File: src/rtl/updn_counter_param.sv
`default_nettype none
// ============================================================================
//  Module      : updn_counter_param
//  Description : Parameterised up/down counter with programmable step and
//                upper bound (0..limit). Wraps or saturates at the range
//                ends. Provides a synchronous load with clamp-to-limit, a
//                combinational terminal-count flag, registered one-cycle
//                ovf/unf event pulses and a sticky error flag.
//  Ports       : clk        - clock, rising edge active
//                rst_       - asynchronous reset, active-low
//                data_in    - load value (WIDTH)
//                ld_cnt     - synchronous load, active-low
//                updn_cnt   - direction, 1 = up, 0 = down
//                count_enb  - count enable, active-high
//                step       - unsigned increment/decrement (STEP_W)
//                limit      - inclusive upper bound of the count (WIDTH)
//                data_out   - registered count (WIDTH)
//                tc         - terminal count (combinational)
//                ovf / unf  - registered up/down range-event pulses
//                err        - sticky flag: a load value exceeded limit
//  Revision    : 1.0 - initial release
// ============================================================================
module updn_counter_param #(
    parameter int WIDTH    = 16,
    parameter bit SATURATE = 1'b0,
    parameter int STEP_W   = 4
) (
    input  logic              clk,
    input  logic              rst_,
    input  logic [WIDTH-1:0]  data_in,
    input  logic              ld_cnt,
    input  logic              updn_cnt,
    input  logic              count_enb,
    input  logic [STEP_W-1:0] step,
    input  logic [WIDTH-1:0]  limit,
    output logic [WIDTH-1:0]  data_out,
    output logic              tc,
    output logic              ovf,
    output logic              unf,
    output logic              err
);

    // Wide enough that data_out + step can never truncate.
    localparam int c_SUM_W = WIDTH + STEP_W + 1;

    logic [WIDTH-1:0]   r_data;
    logic               r_ovf;
    logic               r_unf;
    logic               r_err;

    logic [c_SUM_W-1:0] w_sum;
    logic               w_up_over;
    logic               w_dn_under;
    logic [WIDTH-1:0]   w_diff;
    logic [WIDTH-1:0]   w_up_bound_val;
    logic [WIDTH-1:0]   w_dn_bound_val;

    logic [WIDTH-1:0]   w_nxt_data;
    logic               w_nxt_ovf;
    logic               w_nxt_unf;
    logic               w_nxt_err;

    assign w_sum      = c_SUM_W'(r_data) + c_SUM_W'(step);
    assign w_up_over  = w_sum > c_SUM_W'(limit);
    assign w_dn_under = c_SUM_W'(step) > c_SUM_W'(r_data);
    // Only consumed when step <= r_data, so narrowing step here is safe.
    assign w_diff     = r_data - WIDTH'(step);

    // Value taken when a count runs past a range end.
    generate
        if (SATURATE) begin : g_saturate
            assign w_up_bound_val = limit;
            assign w_dn_bound_val = '0;
        end else begin : g_wrap
            assign w_up_bound_val = '0;
            assign w_dn_bound_val = limit;
        end
    endgenerate

    always_comb begin
        w_nxt_data = r_data;
        w_nxt_ovf  = 1'b0;
        w_nxt_unf  = 1'b0;
        w_nxt_err  = r_err;
        if (!ld_cnt) begin
            if (data_in > limit) begin
                w_nxt_data = limit;
                w_nxt_err  = 1'b1;
            end else begin
                w_nxt_data = data_in;
            end
        end else if (count_enb) begin
            if (r_data > limit) begin
                // limit was lowered beneath the count: pull back into range
                w_nxt_data = limit;
                w_nxt_ovf  = 1'b1;
            end else if (step == '0) begin
                w_nxt_data = r_data;
            end else if (updn_cnt) begin
                if (w_up_over) begin
                    w_nxt_data = w_up_bound_val;
                    w_nxt_ovf  = 1'b1;
                end else begin
                    w_nxt_data = w_sum[WIDTH-1:0];
                end
            end else begin
                if (w_dn_under) begin
                    w_nxt_data = w_dn_bound_val;
                    w_nxt_unf  = 1'b1;
                end else begin
                    w_nxt_data = w_diff;
                end
            end
        end
    end

    // All state shares one reset so release is seen by every flop together.
    always_ff @(posedge clk or negedge rst_) begin
        if (!rst_) begin
            r_data <= '0;
            r_ovf  <= 1'b0;
            r_unf  <= 1'b0;
            r_err  <= 1'b0;
        end else begin
            r_data <= w_nxt_data;
            r_ovf  <= w_nxt_ovf;
            r_unf  <= w_nxt_unf;
            r_err  <= w_nxt_err;
        end
    end

    assign data_out = r_data;
    assign ovf      = r_ovf;
    assign unf      = r_unf;
    assign err      = r_err;
    assign tc       = count_enb & (updn_cnt ? (r_data == limit) : (r_data == '0));

endmodule
`default_nettype wire

File: config.mk
export PLATFORM = sky130hd
export DESIGN_NAME = updn_counter_param
export DESIGN_NICKNAME = d
export VERILOG_FILES = /design/src/rtl/updn_counter_param.sv
export SDC_FILE = /design/constraint.sdc
export NUM_CORES = 1
export LEC_CHECK = 0
export ABC_CLOCK_PERIOD_IN_PS = 4100
export CORE_MARGIN = 2
export CORE_UTILIZATION = 35
export DETAILED_ROUTE_END_ITERATION = 8
export HOLD_SLACK_MARGIN = 0.06
export PLACE_DENSITY = 0.57
export SYNTH_ARGS = -nofsm -noshare
export SYNTH_HDL_FRONTEND = slang
export SYNTH_SLANG_ARGS = --single-unit
File: constraint.sdc
create_clock -name clk -period 4.1 [get_ports clk]
set_input_delay 0.82 -clock clk [delete_from_list [all_inputs] [get_ports clk]]
set_output_delay 0.82 -clock clk [all_outputs]
set_load 0.005 [all_outputs]
==> results.cfg, run 1 <==
; flow metrics
[run_status]
outcome = complete, no violations

[setup_path]
cp_top_family = simple AND/OR/NAND/NOR gates
cp-startpoint = limit[15]
r2r_slack_ps = 470
crit_path_top_delay_cell = or4_4
cp_max_fo = 2
crit_required_ps = 3280
critPathCaptureType = output pin
path_cells = clkdlybuf4s50_1, inv_1, ha_1, nand4_1, or4_4, nor2_2, a21oi_1, nor2_1, dlygate4sd2_1
arrival_ps = 3160
cp-start-kind = input pin

[power_and_ir_drop]
clock_power_share_pct = 9.7
leakagePower_nw = 2.11
internal_power_mw = 0.849
comb_power_share_pct = 70.7
p_sw_mw = 0.741

[routing]
vias_per_cell = 5.76
drtPass1Iterations = 4

[synthesis]
ys_warn_count = 0
ys_sh_simple_pct = 19.9
ys_sh_adder_pct = 22.0
syn_avg_cell_area_um2 = 7.69
yosys_cells = 437
top_cell = ha_1
yosysTopAreaCell = ha_1
edf_count = 0
ys_area_mm2 = 0.00336
aoi_share_pct = 28.3
synth_cells = 437
synth_area_mm2 = 0.00336
synth.distinct_cells = 48
ys_sh_mux_pct = 2.38
ys_top_logic_family = AND-OR/OR-AND gates
synth-seq-cells = 19
top_cell_area_share_pct = 20.9

[clock_tree]
htreeDepth = 1
insertion_delay_ps = 280
clockBufferDepth = 2
cts_tree = built
clkSinkCount = 19

[place]
gp_congestion = 0.975
placed_cells = 675

[layout]
nets = 656
seq_area_um2 = 475
lay_top_count = buf_4
final_layout_top_logic_cells = buf_4 (77), clkdlybuf4s50_1 (55), ha_1 (53), inv_1 (40), nor2_1 (32)
drive_above_1_share_pct = 22.1
num-fill-cells = 921
mi_logic_area_mm2 = 0.00279
stdcell_area_mm2 = 0.00484

[timing]
hold_viol = 0
tightest_slew_ps = 1120
fin_setup_tns_ps = 0
slew_violations = 0
fmax_mhz = 251
finClkSkew_ps = 7.89
setup_slack_ps = 116
holdWs_ps = 464

[global_routing]
grt_pass1_wl_mm = 20.5
gr-total-overflow = 0

[die]
fp_util_pct = 36.2
die_area_mm2 = 0.0104
die_width_um = 102

[min_path]
holdCritStartpoint = err
hold-path-cell-count = 1

[flow_run]
warnings = 30
[run 1: registers in the layout, summed over array words and instances (netlist names)]
signal / cells
data_out: 16
ovf: 1
unf: 1
err: 1
[run 1: power by group through the flow]
stage                     registers [mW]  clock network, mW  logic (mW)
after floorplan                    0.273                  0       0.610
after global placement             0.309                  0        1.03
after detailed placement           0.308                  0        1.04
after CTS                          0.308              0.158        1.07
after global routing               0.319              0.164        1.22
final                              0.311              0.155        1.12
[run 1: cell type report]
class	instances	area share, %
Clock buffer	3	0.853
Inverter	43	3.34
Tap cell	129	3.34
Multi-Input combinational cell	352	57.7
Clock inverter	1	0.103
Sequential cell	19	9.82
Timing Repair Buffer	138	24.9
[run 1: repair_timing]
action,4_1_cts,5_1_grt
setup endpoints to repair,15,17
gates resized,12,25
gates cloned,0,0
buffers inserted,2,4
pin swaps,5,18
**Run 1: signal wires on met1**

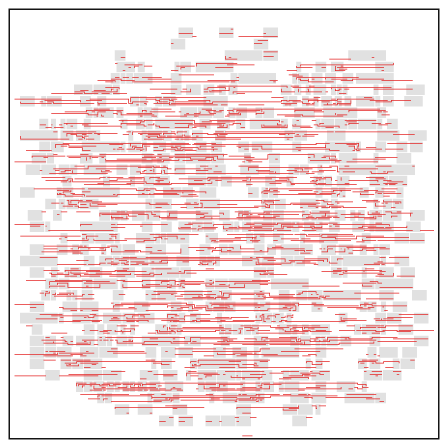
The wires run mostly horizontal. The longest straight run is 36.8 um. The layer holds 44% of the routed length. The layer carries 5830 um of wire.
routed via count: 3948
met1 Use GR: 34.1%
Routed WL: 13.4 mm

**Run 1: metal 2**

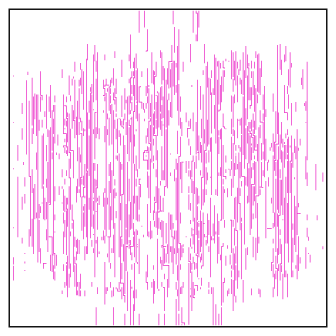
The wires run mostly vertical. The layer holds 47% of the routed length. The layer carries 6250 um of wire. The longest straight run is 54.1 um.
met2 usage: 43.0%

**Run 1: M3 wires**

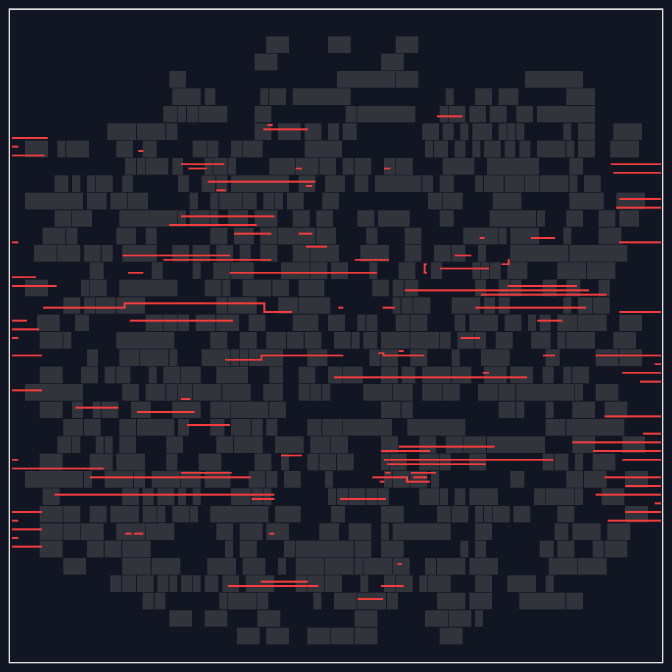
The wires run mostly horizontal. The layer carries 772 um of wire.
grt met3 use: 3.21%

**Run 1: the metal 4 layer**

The bar under the picture is 20 um long.
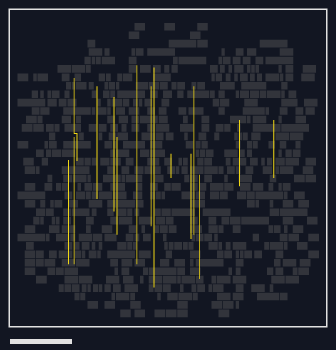
The wires run mostly vertical. The layer holds 4.0% of the routed length. 14 nets have wire on it.

==> run 2, diff against run 1 <==
--- a/config.mk
+++ b/config.mk
@@ -10,7 +10,7 @@
 export CORE_UTILIZATION = 35
 export DETAILED_ROUTE_END_ITERATION = 8
 export HOLD_SLACK_MARGIN = 0.06
-export PLACE_DENSITY = 0.57
+export PLACE_DENSITY = 0.65
 export SYNTH_ARGS = -nofsm -noshare
 export SYNTH_HDL_FRONTEND = slang
 export SYNTH_SLANG_ARGS = --single-unit
**Run 2: M3 wires**

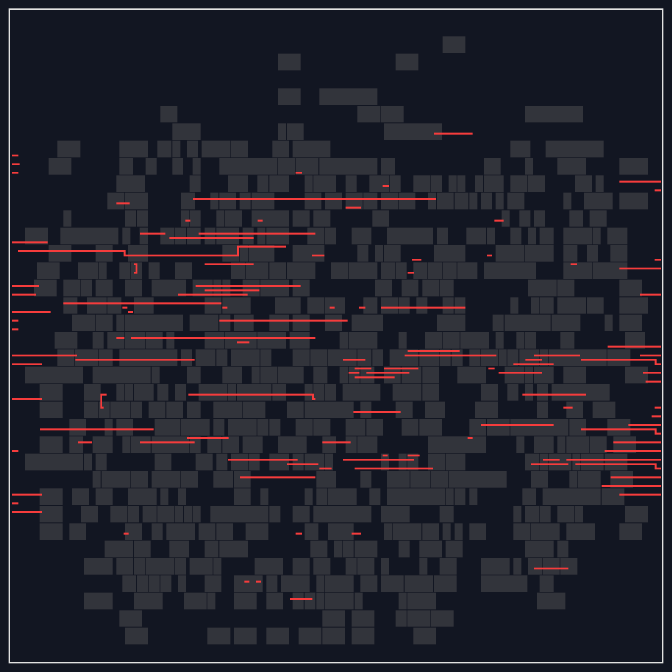
The layer holds 5.5% of the routed length. The layer carries 697 um of wire. 91 nets have wire on it. The wires run mostly horizontal.
Routed WL: 12.7 mm
routed via count: 3873

==> run 2 against run 1 <==
Compared with the run above:
- non-clock buffer count is 10 lower
- cell count down 1.5%
- count of clock-buffer cells in the layout stayed put
- die size did not move
- first-iteration DRC count up 20%
- largest power group unchanged
==> results.cfg, run 2 <==
; flow metrics
[timing]
tightest_slew_ps = 1070
slew_violations = 0
hold_viol = 0
slew_headroom_pct = 28.6
finClkSkew_ps = 4.13
fmax_mhz = 250
setup_slack_ps = 108

[clock_tree]
root_buffer = clkbuf_8
postCtsSetupRepairBufs = 0
post_cts_resized = 15
cts_tree = built
cts_inserted_buffers = 3
insertion_delay_ps = 280
clockBufferDepth = 2
htreeDepth = 1
clkSinkCount = 19

[layout]
final-nonclk-buf-share_pct = 23.8
final-clk-cell-share_pct = 0.977
largestClassByArea = multi-input combinational cells
largest_register_ffs = 16
signal_buffers = 128
clockBufferCount = 3
design.seq.count = 19
final_layout_top_logic_cells = buf_4 (67), clkdlybuf4s50_1 (55), ha_1 (53), inv_1 (40), nor2_1 (32)
nets = 646
comb.multi_input.count = 352
drive_above_1_share_pct = 19.6
lay_top_count = buf_4
mi_logic_area_mm2 = 0.00276
seq_share_pct = 10.0
seq_area_um2 = 475
n_all_inverters = 43
num-fill-cells = 901
comb_share_pct = 58.3

[synthesis]
synth.distinct_cells = 48
aoi_share_pct = 28.3
ys_top_logic_family = AND-OR/OR-AND gates
synth_area_mm2 = 0.00336
top_cell = ha_1
ys_seq_share_pct = 14.2
ys_warn_count = 0
synth_cells = 437
ys_sh_simple_pct = 19.9
yosys_cells = 437
top_cell_area_share_pct = 20.9
edf_count = 0
ys_area_mm2 = 0.00336
ys_sh_mux_pct = 2.38
ys_sh_adder_pct = 22.0
xor_share_pct = 5.47
yosysTopAreaCell = ha_1
synth-seq-cells = 19
syn_avg_cell_area_um2 = 7.69

[power_and_ir_drop]
comb_power_share_pct = 69.5
p_sw_mw = 0.717
maxPowerGroup = combinational cells
seq_cell_power_mw = 0.314
p_clk_mw = 0.156
leakagePower_nw = 2.07
swShare_pct = 46.5
pwr-share-seq_pct = 20.4
powerComb_mw = 1.07
internal_power_mw = 0.824
clock_power_share_pct = 10.1

[setup_path]
arrival_ps = 3170
crit_required_ps = 3280
critPathCaptureType = output pin
cp-start-kind = input pin
r2r-end = data_out[1]
crit_path_top_delay_cell = or4_4
cp.depth = 9
cp_max_fo = 2
path_cells = clkdlybuf4s50_1, inv_1, ha_1, nand4_1, or4_4, nor2_2, a21oi_1, nor2_1, dlygate4sd2_1
r2r_slack_ps = 570
cp_top_family = simple AND/OR/NAND/NOR gates
cp-startpoint = limit[15]
worstRegToRegCells = 13

[place]
hpwlAfterDp_mm = 10.2
gp_congestion = 0.990
placed_cells = 671
pre_cts_ws_ps = -482

[routing]
wl_met3_um = 697
antenna_left = 0
vias_per_cell = 5.74
drt_iter0_drc = 270
drtPass1Iterations = 4

[run_status]
outcome = complete, no violations

[global_routing]
grt_use_met1_pct = 32.3
grt_pass1_wl_mm = 20.1
grt_pass1_vias = 3907
gr-total-overflow = 0
met3_usage_pct = 3.21
globalRouteMet2Util_pct = 41.0

[die]
die_width_um = 102
taps = 129
fp_util_pct = 36.2
fp.coreArea_mm2 = 0.00928
die_area_mm2 = 0.0104

[min_path]
hold-path-cell-count = 1

[flow_run]
warnings = 30
drv_cap = 0
-- run 2: how the worst min path moves through the flow --
stage	end	from
after floorplan	err	err
after global placement	err	err
after detailed placement	err	err
after CTS	err	err
after global routing	err	err
final	err	err
-- run 2: per-stage QoR --
stage / hold WS [ps] / TNS (ps) / power, mW / area (um^2) / utilization [%]
detailed placement: 448 / -5880 / 1.32 / 4560 / 49.1
floorplan: 451 / 0 / 0.883 / 3360 / -
finish: 473 / 0 / 1.54 / 4740 / 51.0
CTS: 470 / 0 / 1.50 / 4670 / 50.3
global route: 487 / 0 / 1.66 / 4740 / 51.0
global placement: 439 / -5340 / 1.31 / 4560 / 49.1
-- run 2: cell families after synthesis --
kind of cell / Yosys count
mux: 8
simple gates: 125
flops: 19
xor+xnor: 21
buf+inv: 66
fa+ha+maj: 58
compound gates: 140
==> run 3, diff against run 2 <==
--- a/config.mk
+++ b/config.mk
@@ -6,9 +6,9 @@
 export NUM_CORES = 1
 export LEC_CHECK = 0
 export ABC_CLOCK_PERIOD_IN_PS = 4100
-export CORE_MARGIN = 2
 export CORE_UTILIZATION = 35
 export DETAILED_ROUTE_END_ITERATION = 8
+export GPL_ROUTABILITY_DRIVEN = 0
 export HOLD_SLACK_MARGIN = 0.06
 export PLACE_DENSITY = 0.65
 export SYNTH_ARGS = -nofsm -noshare
**Run 3: M3 wires**

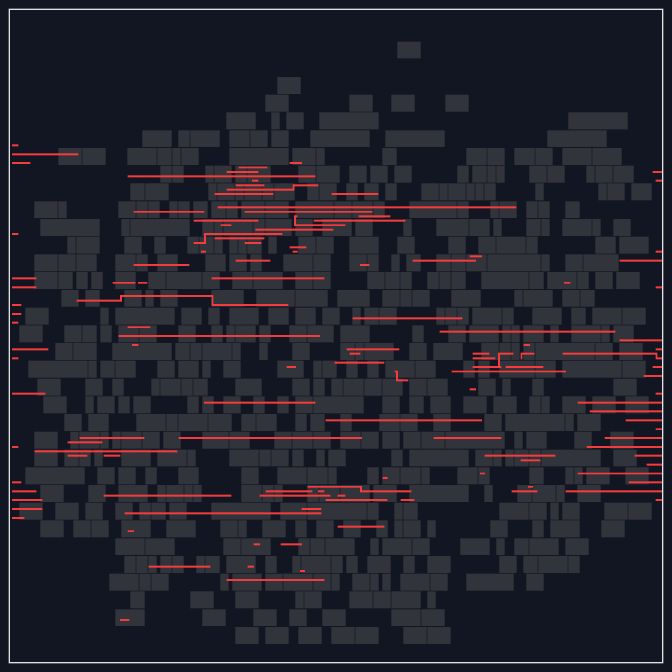
The layer carries 894 um of wire. The layer holds 7.2% of the routed length. The wires run mostly horizontal.
routed via count: 3912
grt met3 use: 4.25%
Routed WL: 12.4 mm

==> run 3 against run 2 <==
Compared with the run above:
- combinational power barely moved
- sequential power about the same
- hold slack barely moved
- cell count up 0.59%
- final area is 0.11% lower
- worst setup slack worse by 18 ps
- via count increased by 1.0%
- clock skew is essentially flat
- maximum frequency shrank 0.46%
- sequential cell count did not move
- area after synthesis unchanged
- clock power down 4%
- critical endpoint unchanged
- highest routed layer unchanged
==> results.cfg, run 3 <==
; flow metrics
[layout]
seq_area_um2 = 475
n_antenna_cell = 0
utilization_pct = 51.0
lay_top_count = buf_4
seq_share_pct = 10.0
largest_register_ffs = 16
n_all_inverters = 43
signal_buffers = 132
final_layout_top_logic_cells = buf_4 (70), clkdlybuf4s50_1 (55), ha_1 (53), inv_1 (40), nor2_1 (33)
comb.multi_input.count = 352
nets = 650
design.seq.count = 19
comb_share_pct = 57.7
drive_above_1_share_pct = 19.1
final-nonclk-buf-share_pct = 24.4
finalNonFillerCells = 679
largestClassByArea = multi-input combinational cells
mi_logic_area_mm2 = 0.00273
area_delta_synth_final_pct = 40.9
stdcell_area_mm2 = 0.00473
clockBufferCount = 3
final-clk-cell-share_pct = 0.978
num-fill-cells = 940

[clock_tree]
insertion_delay_ps = 270
post_cts_resized = 16
clkSinkCount = 19
cts_tree = built
htreeDepth = 1
ctsHoldBuffers = 0
cts_inserted_buffers = 3
root_buffer = clkbuf_8
clkTransAtPathRegs_ps = 90
clockBufferDepth = 2
postCtsSetupRepairBufs = 3

[power_and_ir_drop]
clock_power_share_pct = 9.7
comb_power_share_pct = 70.1
internal_power_mw = 0.832
power_mw = 1.54
leakagePower_nw = 2.06
p_sw_mw = 0.711
peakVddDrop_v = 0.000159
pwr-share-seq_pct = 20.2
swShare_pct = 46.1
power_density_mw_per_mm2 = 326

[synthesis]
area_leaders = ha_1 (21%), dfrtp_1 (14%), a21oi_1 (4.8%)
async_flop_share_pct = 100
synth.distinct_cells = 48
ys_warn_count = 0
synth_cells = 437
synth_area_mm2 = 0.00336
edf_count = 0
ys_area_mm2 = 0.00336
synth-seq-cells = 19
dominantRegCellSynth = dfrtp_1
top_cells_by_count = ha_1 (56), inv_1 (42), nor2_1 (34)
yosysTopAreaCell = ha_1
top_cell = ha_1
top_cell_area_share_pct = 20.9
ys_seq_share_pct = 14.2
syn_avg_cell_area_um2 = 7.69
yosys_cells = 437
fp_nets = 536

[die]
die_area_mm2 = 0.00999
pin_count = 61
fp.coreArea_mm2 = 0.00928
die_height_um = 100
fp_util_pct = 36.2
taps = 129
die_width_um = 100

[setup_path]
arrival_ps = 3190
crit_required_ps = 3280
cp-endpoint = tc
worstRegToRegCells = 14
cp-startpoint = limit[15]
cp_max_fo = 2
critPathCaptureType = output pin
r2r_start = data_out[1]
cp-start-kind = input pin
r2r_slack_ps = 490
r2r-end = data_out[1]

[min_path]
hold-path-cell-count = 1
holdCritStartpoint = err
min_to = err

[timing]
fin_setup_tns_ps = 0
holdWs_ps = 473
setup_viol = 0
layout_min_cycle_time_ps = 4010
setup_slack_ps = 89.2
fmax_mhz = 249
tightest_slew_ps = 1070
period_used_pct = 97.8
hold_viol = 0
slew_violations = 0
slew_headroom_pct = 28.7
finClkSkew_ps = 3.95

[routing]
top_layer_used = met4
drt_iter0_drc = 247
wl_met2_mm = 5.63
wl_met3_um = 894
vias_per_cell = 5.76
drtPass1Iterations = 7
routedWlPerCell_um = 18.3
antenna_left = 0

[global_routing]
top_usage_layer = met2
globalRouteMet2Util_pct = 41.0
gr-total-overflow = 0
grt_pass1_wl_mm = 19.7
grt_use_met1_pct = 33.0
antenna_found_initial = 0
grt_max_degree = 22
grt_pass1_vias = 3819

[place]
dpl_cell_area_mm2 = 0.00456
pre_cts_ws_ps = -491
placed_cells = 671
io_buffers = 60
hpwlAfterDp_mm = 9.97

[run_status]
outcome = complete, no violations

[flow_run]
drv_cap = 0
warnings = 30
-- run 3: cell families after synthesis --
logic type      Yosys count  share of synthesized area [%]
compound gates          140                           28.3
xor+xnor                 21                           5.47
fa+ha+maj                58                           22.0
buf+inv                  66                           7.75
flops                    19                           14.2
mux                       8                           2.38
simple gates            125                           19.9
-- run 3: power groups by stage --
stage / clock network (mW) / logic (mW) / registers (mW)
after floorplan: 0 / 0.610 / 0.273
after global placement: 0 / 0.997 / 0.311
after detailed placement: 0 / 1.01 / 0.309
after CTS: 0.148 / 1.05 / 0.309
after global routing: 0.154 / 1.17 / 0.320
final: 0.149 / 1.08 / 0.312
-- run 3: critical path: stages --
cell	delay (ps)
clkdlybuf4s50_1	510
inv_1	70
ha_1	290
nand4_1	220
or4_4	600
nor2_2	160
a21oi_1	90
nor2_1	170
dlygate4sd2_1	260
Power and IR drop assume default switching activity.
